[src/rtl/adpll_pkg.sv]
// adpll_pkg: shared ADPLL constants for the DCO control word and loop filter defaults
package adpll_pkg;
    localparam int CTRL_W = 5;
    localparam int CTRL_MAX = 31;
    localparam logic SIGN_FAST = 1'b0;
    localparam int DEF_INT_W = 10;
    localparam int DEF_INT_FRAC = 2;
endpackage

[src/rtl/sat_sm_conv.sv]
// sat_sm_conv: clamp a signed value to +/-CTRL_MAX and split it into sign/magnitude
module sat_sm_conv
    import adpll_pkg::*;
#(
    parameter int W = 11
)(
    input  logic signed [W-1:0]      val,
    output logic                     sign,
    output logic        [CTRL_W-1:0] mag
);
    logic signed [W-1:0] a;

    always_comb begin
        sign = (val < 0) ? ~SIGN_FAST : SIGN_FAST;
        a = (val < 0) ? -val : val;
        mag = (a > CTRL_MAX) ? CTRL_W'(CTRL_MAX) : a[CTRL_W-1:0];
    end
endmodule

[src/rtl/loop_filter_pi.sv]
// loop_filter_pi: two-stage PI loop filter driving the DCO sign-magnitude control word,
// with a run-length lock detector on the incoming phase error.
module loop_filter_pi
    import adpll_pkg::*;
#(
    parameter int INT_W = DEF_INT_W,
    parameter int INT_FRAC = DEF_INT_FRAC,
    parameter int LOCK_TOL = 1,
    parameter int LOCK_COUNT = 8
)(
    input  logic              clk,
    input  logic              reset,
    input  logic              err_valid,
    input  logic              err_sign,
    input  logic [4:0]        err,
    input  logic [2:0]        kp,
    input  logic [2:0]        ki,
    input  logic              freeze,
    input  logic              int_clr,
    output logic              ctrl_sign,
    output logic [CTRL_W-1:0] ctrl,
    output logic              ctrl_valid,
    output logic              locked
);
    localparam int P_W = 10;
    localparam int Y_W = (P_W > INT_W ? P_W : INT_W) + 1;
    localparam int CNT_W = $clog2(LOCK_COUNT + 1);
    localparam int I_MAX = 2 ** (INT_W - 1) - 1;

    logic signed [5:0]       e;
    logic signed [P_W-1:0]   p_next, p_reg;
    logic signed [INT_W:0]   i_sum;
    logic signed [INT_W-1:0] i_sat, i_reg;
    logic signed [Y_W-1:0]   y;
    logic                    valid1, y_sign;
    logic [CTRL_W-1:0]       y_mag;
    logic [CNT_W-1:0]        cnt;

    always_comb begin
        e = err_sign ? -$signed({1'b0, err}) : $signed({1'b0, err});
        p_next = P_W'(e) * P_W'($signed({1'b0, kp}));
        i_sum = (INT_W+1)'(i_reg) + (INT_W+1)'(e) * (INT_W+1)'($signed({1'b0, ki}));
        i_sat = i_sum > I_MAX ? INT_W'(I_MAX) : i_sum < -I_MAX ? INT_W'(-I_MAX) : i_sum[INT_W-1:0];
        y = Y_W'(p_reg) + Y_W'(i_reg >>> INT_FRAC);
    end

    sat_sm_conv #(.W(Y_W)) u_conv (
        .val  (y),
        .sign (y_sign),
        .mag  (y_mag)
    );

    // int_clr acts even without a sample and beats freeze
    always_ff @(posedge clk or posedge reset) begin
        if (reset) begin
            p_reg <= '0;
            i_reg <= '0;
            valid1 <= 1'b0;
            ctrl_sign <= SIGN_FAST;
            ctrl <= '0;
            ctrl_valid <= 1'b0;
            cnt <= '0;
            locked <= 1'b0;
        end else begin
            valid1 <= err_valid;
            ctrl_valid <= valid1;
            if (err_valid)
                p_reg <= p_next;
            if (int_clr)
                i_reg <= '0;
            else if (err_valid && !freeze)
                i_reg <= i_sat;
            if (valid1) begin
                ctrl_sign <= y_sign;
                ctrl <= y_mag;
            end
            if (err_valid) begin
                if (err <= 5'(LOCK_TOL)) begin
                    cnt <= (cnt == CNT_W'(LOCK_COUNT)) ? cnt : cnt + 1'b1;
                    locked <= cnt >= CNT_W'(LOCK_COUNT - 1);
                end else begin
                    cnt <= '0;
                    locked <= 1'b0;
                end
            end
        end
    end
endmodule

[config.mk]
export PLATFORM = sky130hd
export DESIGN_NAME = loop_filter_pi
export DESIGN_NICKNAME = d
export VERILOG_FILES = /design/src/rtl/adpll_pkg.sv /design/src/rtl/sat_sm_conv.sv /design/src/rtl/loop_filter_pi.sv
export SDC_FILE = /design/constraint.sdc
export NUM_CORES = 1
export LEC_CHECK = 0
export CORE_MARGIN = 1.5
export CORE_UTILIZATION = 30
export DETAILED_ROUTE_END_ITERATION = 8
export HOLD_SLACK_MARGIN = 0.1
export SLEW_MARGIN = 20
export SYNTH_ARGS = -nofsm -noshare
export SYNTH_HDL_FRONTEND = slang
export SYNTH_SLANG_ARGS = --single-unit
[constraint.sdc]
create_clock -name clk -period 3.4 [get_ports clk]
set_input_delay 0.51 -clock clk [delete_from_list [all_inputs] [get_ports clk]]
set_output_delay 0.51 -clock clk [all_outputs]
set_load 0.1 [all_outputs]
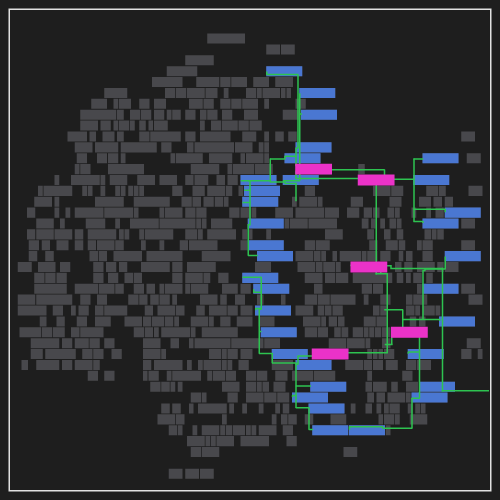
Figure 1: run 1, clock wires, drivers and flops.
Scale: 4 px per um.
[blue] flip-flops | count: 33
[magenta] clock drivers | count: 5
[green] clock wires | length: 506 um
routed clock nets: 6

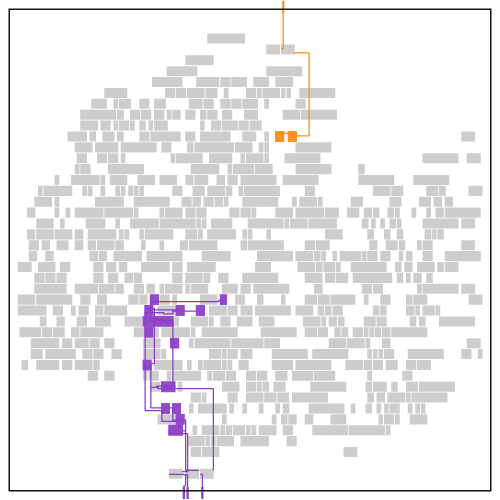
Figure 2: run 1, wires at chosen ports, followed through buffers.
Scale: 4 px per um.
[purple] kp | bits: 3 | direction: input | edge: south | end cells: 18 | buffers: 4 | wire: 241 um
[orange] freeze | bits: 1 | direction: input | edge: north | end cells: 2 | buffers: 1 | wire: 44.0 um

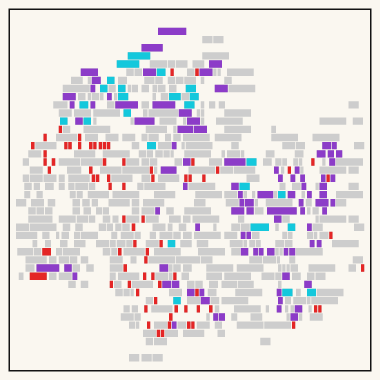
Figure 3: run 1, logic cells by family.
Scale: 3 px per um.
[red] inv cells | cells: 73 | most used: inv_1
[purple] aoi and oai cells | cells: 90 | most used: o21ai_0
[cyan] non-inverting ao/oa cells | cells: 25 | most used: a21o_1
multi-input logic portion of the cell area: 0.594
commonest non-fill, non-tap cell in the layout: buf_4
Final Instance Count excl. Fillers: 752

==> results.ini, run 1 <==
[worst_setup_path]
cp_data_required_time_ps=3580
startpoint_type=primary input
critical_path.slowest_cell=fa_1
worstPathCellList=buf_12, inv_12, ha_4, nor2b_4, xnor2_2, buf_4, nor2b_1, ha_1, fa_1, inv_2, fa_1, inv_2, ha_4, o21a_1, o31a_1, o31ai_4, a21boi_4, buf_12, xnor2_4, maj3_2, a211oi_2
endpoint=i_reg[5]
critical_path_peak_fanout=7
timing.critical_path.depth=21
worst_path_class_setup=in -> reg

[final_timing]
setup_violations=13
period_used_share=1.22
finalMaxSlewViolations=0
timing.final.ws_setup_ps=-764
whs_ps=507
rsz_0062_raised_after_global_routing=yes
maxClockFrequency_mhz=240
report.final.hold_viol_count=0

[final_layout]
layout_top_cells=71 x buf_4, 63 x inv_1, 44 x ha_1
design.final.nets=666
ff_latch_area_sq_um=826
logic_area_sq_um=3420

[power]
leakage_nw=2.65
switching_share=0.466

[synth]
post_synthesis_mean_instance_area_sq_um=8.68
synth.cells.most_frequent=73 x inv_1, 53 x ha_1, 36 x nor2_1, 33 x dfrtp_1, 26 x nor2b_1
synth_async_reset_ratio=1.00
synth.area.top_cells=dfrtp_1 20%, ha_1 16%, fa_1 10%, inv_1 6.7%, nor2b_1 4.0%
ys_cells=473
synth_dominant_cell_count=inv_1
xor_area_frac=0.0405
largest_area_cell=dfrtp_1
synth-edff-count=0

[place]
detailed_place.area_sq_um=5230
dp_worst_setup_slack_ps=-1750

[drt]
post_drt_wl_per_cell_um=13.2
viasPerCell=4.86

[clocking]
cts.sinks=33

[outcome]
violations=setup timing
outcome=finished, violations left

[grt]
grt_max_degree=34

-- run 1: cells by family (layout without fill, tap and decap cells) --
group / count (synthesis) / in the layout
simple gates: 140 / 140
compound gates: 115 / 115
buf+inv: 78 / 181
fa+ha+maj: 77 / 77
flops: 33 / 33
xor+xnor: 19 / 19
mux: 11 / 11
-- run 1: timing repair --
item	CTS	global route
setup buffers	10	5
resized	52	33
pin swaps	40	27
endpoints found under the setup margin	16	15
hold buffers	0	0
-- run 1: layer usage --
layer / vias up / share of wire / track usage
met5: - / 0 / 0
met4: 0 / 0.013 / 0.0432
met3: 10 / 0.031 / 0.0190
met2: 51 / 0.48 / 0.246
met1: 1748 / 0.47 / 0.193
li1: 1842 / - / -
-- run 1: area by class of cell --
class,count,area share
clock buffers,6,0.0224
well taps,176,0.0383
multi-input cells,362,0.594
flip-flops and latches,33,0.144
inverters,73,0.0507
clock inverters,2,0.00174
repair buffers,100,0.149
-- run 1: how the worst min path moves through the flow --
| stage | startpoint | to | depth (start not counted) |
|---|---|---|---|
| CTS | locked | locked | 1 |
| finish | locked | locked | 1 |
| global route | cnt[3] | cnt[3] | 1 |
| detailed placement | locked | locked | 1 |
| global placement | cnt[3] | cnt[3] | 1 |
| floorplan | valid1 | ctrl_valid | 0 |
-- run 1: power groups by stage --
| stage | Clock, mW | Combinational, mW | Sequential, mW |
|---|---|---|---|
| floorplan | 0 | 1.80 | 0.714 |
| global placement | 0 | 2.65 | 0.591 |
| detailed placement | 0 | 2.70 | 0.592 |
| CTS | 0.440 | 2.93 | 0.588 |
| global route | 0.453 | 3.42 | 0.599 |
| finish | 0.430 | 3.12 | 0.585 |
Figure 4. Track usage over the die (run 1).
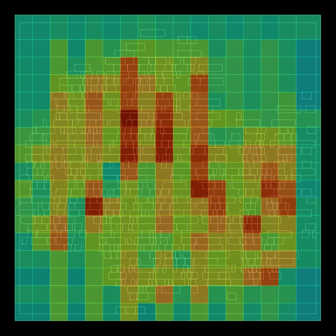

==> run 2, diff against run 1 <==
--- a/config.mk
+++ b/config.mk
@@ -5,10 +5,12 @@
 export SDC_FILE = /design/constraint.sdc
 export NUM_CORES = 1
 export LEC_CHECK = 0
+export CORE_ASPECT_RATIO = 0.75
 export CORE_MARGIN = 1.5
-export CORE_UTILIZATION = 30
+export CORE_UTILIZATION = 55
 export DETAILED_ROUTE_END_ITERATION = 8
 export HOLD_SLACK_MARGIN = 0.1
+export PLACE_DENSITY = 0.75
 export SLEW_MARGIN = 20
 export SYNTH_ARGS = -nofsm -noshare
 export SYNTH_HDL_FRONTEND = slang
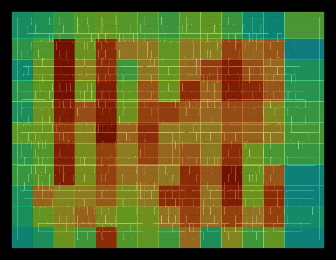
Figure 5: run 2, track usage over the die.
Finished Core Util: 0.775
average wire per cell in the routed design: 16.6 um
fraction of met2 tracks used by global routing: 0.421
GRT met1 Usage: 0.391
met3 usage in global routing: 0.0468

==> run 2 against run 1 <==
Net effect: the run still ends with setup timing left; critical path depth down 6; wire length up 13%; total power down 2.2%; worst setup slack worse by 86 ps; clock-buffer cell count unchanged; worst hold slack better by 5.1 ps; utilization up 34 points.
==> results.ini, run 2 <==
[outcome]
outcome=finished, violations left
violations=setup timing

[worst_setup_path]
cp-end-kind=flop
worst_path_class_setup=in -> reg
endpoint=i_reg[1]
worstPathCellList=clkdlybuf4s50_1, nor2b_1, ha_1, inv_2, fa_1, fa_1, inv_2, ha_4, nor2b_4, o31a_1, o31ai_2, a21boi_2, xor2_2, a31oi_4, a221oi_2
timing.critical_path.depth=15  ; -29%
critical_path_peak_fanout=6  ; -1
cp_data_required_time_ps=3610  ; +30 ps

[final_timing]
period_used_share=1.25  ; +0.0252
rsz_0062_raised_after_global_routing=yes
setup_violations=14  ; +1
timing.final.ws_setup_ps=-850  ; -85.6 ps
whs_ps=513  ; +5.07 ps
finalMaxSlewViolations=0  ; unchanged

[grt]
grt_max_degree=24  ; -29%

[final_layout]
logic_area_sq_um=3450  ; +0.95%
instances_no_fill=679  ; -9.7%
layout_top_cells=70 x buf_4, 60 x inv_1, 41 x ha_1
ff_latch_area_sq_um=826  ; unchanged
design.final.nets=668  ; +0.30%
layout_top_cell=buf_4

[synth]
synth_async_reset_ratio=1.00  ; unchanged
synth.cells.most_frequent=73 x inv_1, 53 x ha_1, 36 x nor2_1, 33 x dfrtp_1, 26 x nor2b_1
largest_area_cell=dfrtp_1
synth_dominant_cell_count=inv_1
synth-edff-count=0  ; unchanged
synth.area.top_cells=dfrtp_1 20%, ha_1 16%, fa_1 10%, inv_1 6.7%, nor2b_1 4.0%
post_synthesis_mean_instance_area_sq_um=8.68  ; unchanged

[hold_path]
worst_hold_startpoint=locked

[place]
dp_worst_setup_slack_ps=-1630  ; +122 ps
detailed_place.area_sq_um=5080  ; -2.8%

[drt]
viasPerCell=5.70  ; +17%

[die]
core_area_sq_um=7300

[clocking]
cts.sinks=33  ; unchanged

[power]
leakage_nw=2.64  ; -0.49%
switching_share=0.483  ; +0.0168
power_report.internal_total_mw=2.09

[job]
total_number_of_warnings_across_the_stage_logs=33

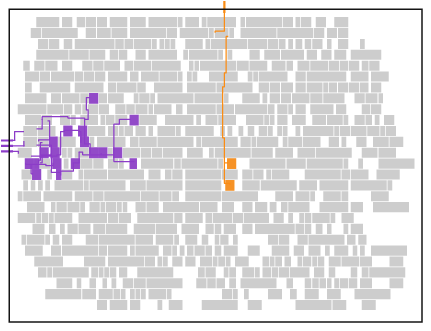
Figure 6: run 2, wires at chosen ports, followed through buffers.
Scale: 4 px per um.
[orange] freeze | bits: 1 | direction: input | edge: north | end cells: 2 | buffers: 1 | wire: 48.8 um
[purple] kp | bits: 3 | direction: input | edge: west | end cells: 18 | buffers: 6 | wire: 150 um
port bufs: 24
boundary pin count: 25

run 2: final cells by class:
cell class | count | share of cell area
multi-input combinational | 362 | 0.611
timing repair buffer | 102 | 0.154
sequential | 33 | 0.146
inverter | 73 | 0.0516
tap | 101 | 0.0224
clock buffer | 6 | 0.0128
clock inverter | 2 | 0.00177
run 2: worst reg2reg max path, stage by stage, from the launching register on:
cell and delay [ps]:
dfrtp_1 410, ha_1 260, fa_1 470, a211oi_2 420
o21ba_2 240, o221ai_2 150, a2111oi_4 390, mux2i_1 350
o22ai_2 180, a41oi_1 220
run 2: repair_timing:
item	4_1_cts	5_1_grt
endpoints found under the setup margin	16	15
setup buffers	12	16
hold buffers	0	0
endpoints found under the hold margin	0	0
pin swaps	32	58
resized	40	52
run 2: worst min path at each step:
stage,endpoint,slack [ps],depth (start not counted)
finish,locked,510,1
global route,locked,530,1
CTS,locked,520,1
detailed placement,locked,500,1
global placement,locked,490,1
floorplan,ctrl_valid,370,0
run 2: kinds of logic (layout without fill, tap and decap cells):
family	Yosys count	after routing	synth area share
AND-OR/OR-AND	115	115	0.207
XOR/XNOR	19	19	0.0405
adder cells (fa/ha/maj)	77	77	0.271
buffers and inverters	78	183	0.0713
flip-flops	33	33	0.201
multiplexers	11	11	0.0292
AND/OR/NAND/NOR	140	140	0.180
run 2: per-layer routing:
layer  share of wire  global-route usage  wire (um)
met1            0.46               0.391       5190
met2            0.46               0.421       5220
met3           0.053              0.0468        595
met4           0.021              0.0662        231
met5               0                   0          0
run 2: power groups by stage:
stage | Sequential, mW | Clock [mW] | Combinational (mW)
finish | 0.585 | 0.294 | 3.16
global placement | 0.586 | 0 | 2.61
detailed placement | 0.589 | 0 | 2.70
CTS | 0.583 | 0.296 | 2.87
global route | 0.598 | 0.316 | 3.41
floorplan | 0.714 | 0 | 1.80
No activity file was given, so power comes from the tool's default toggle rates.
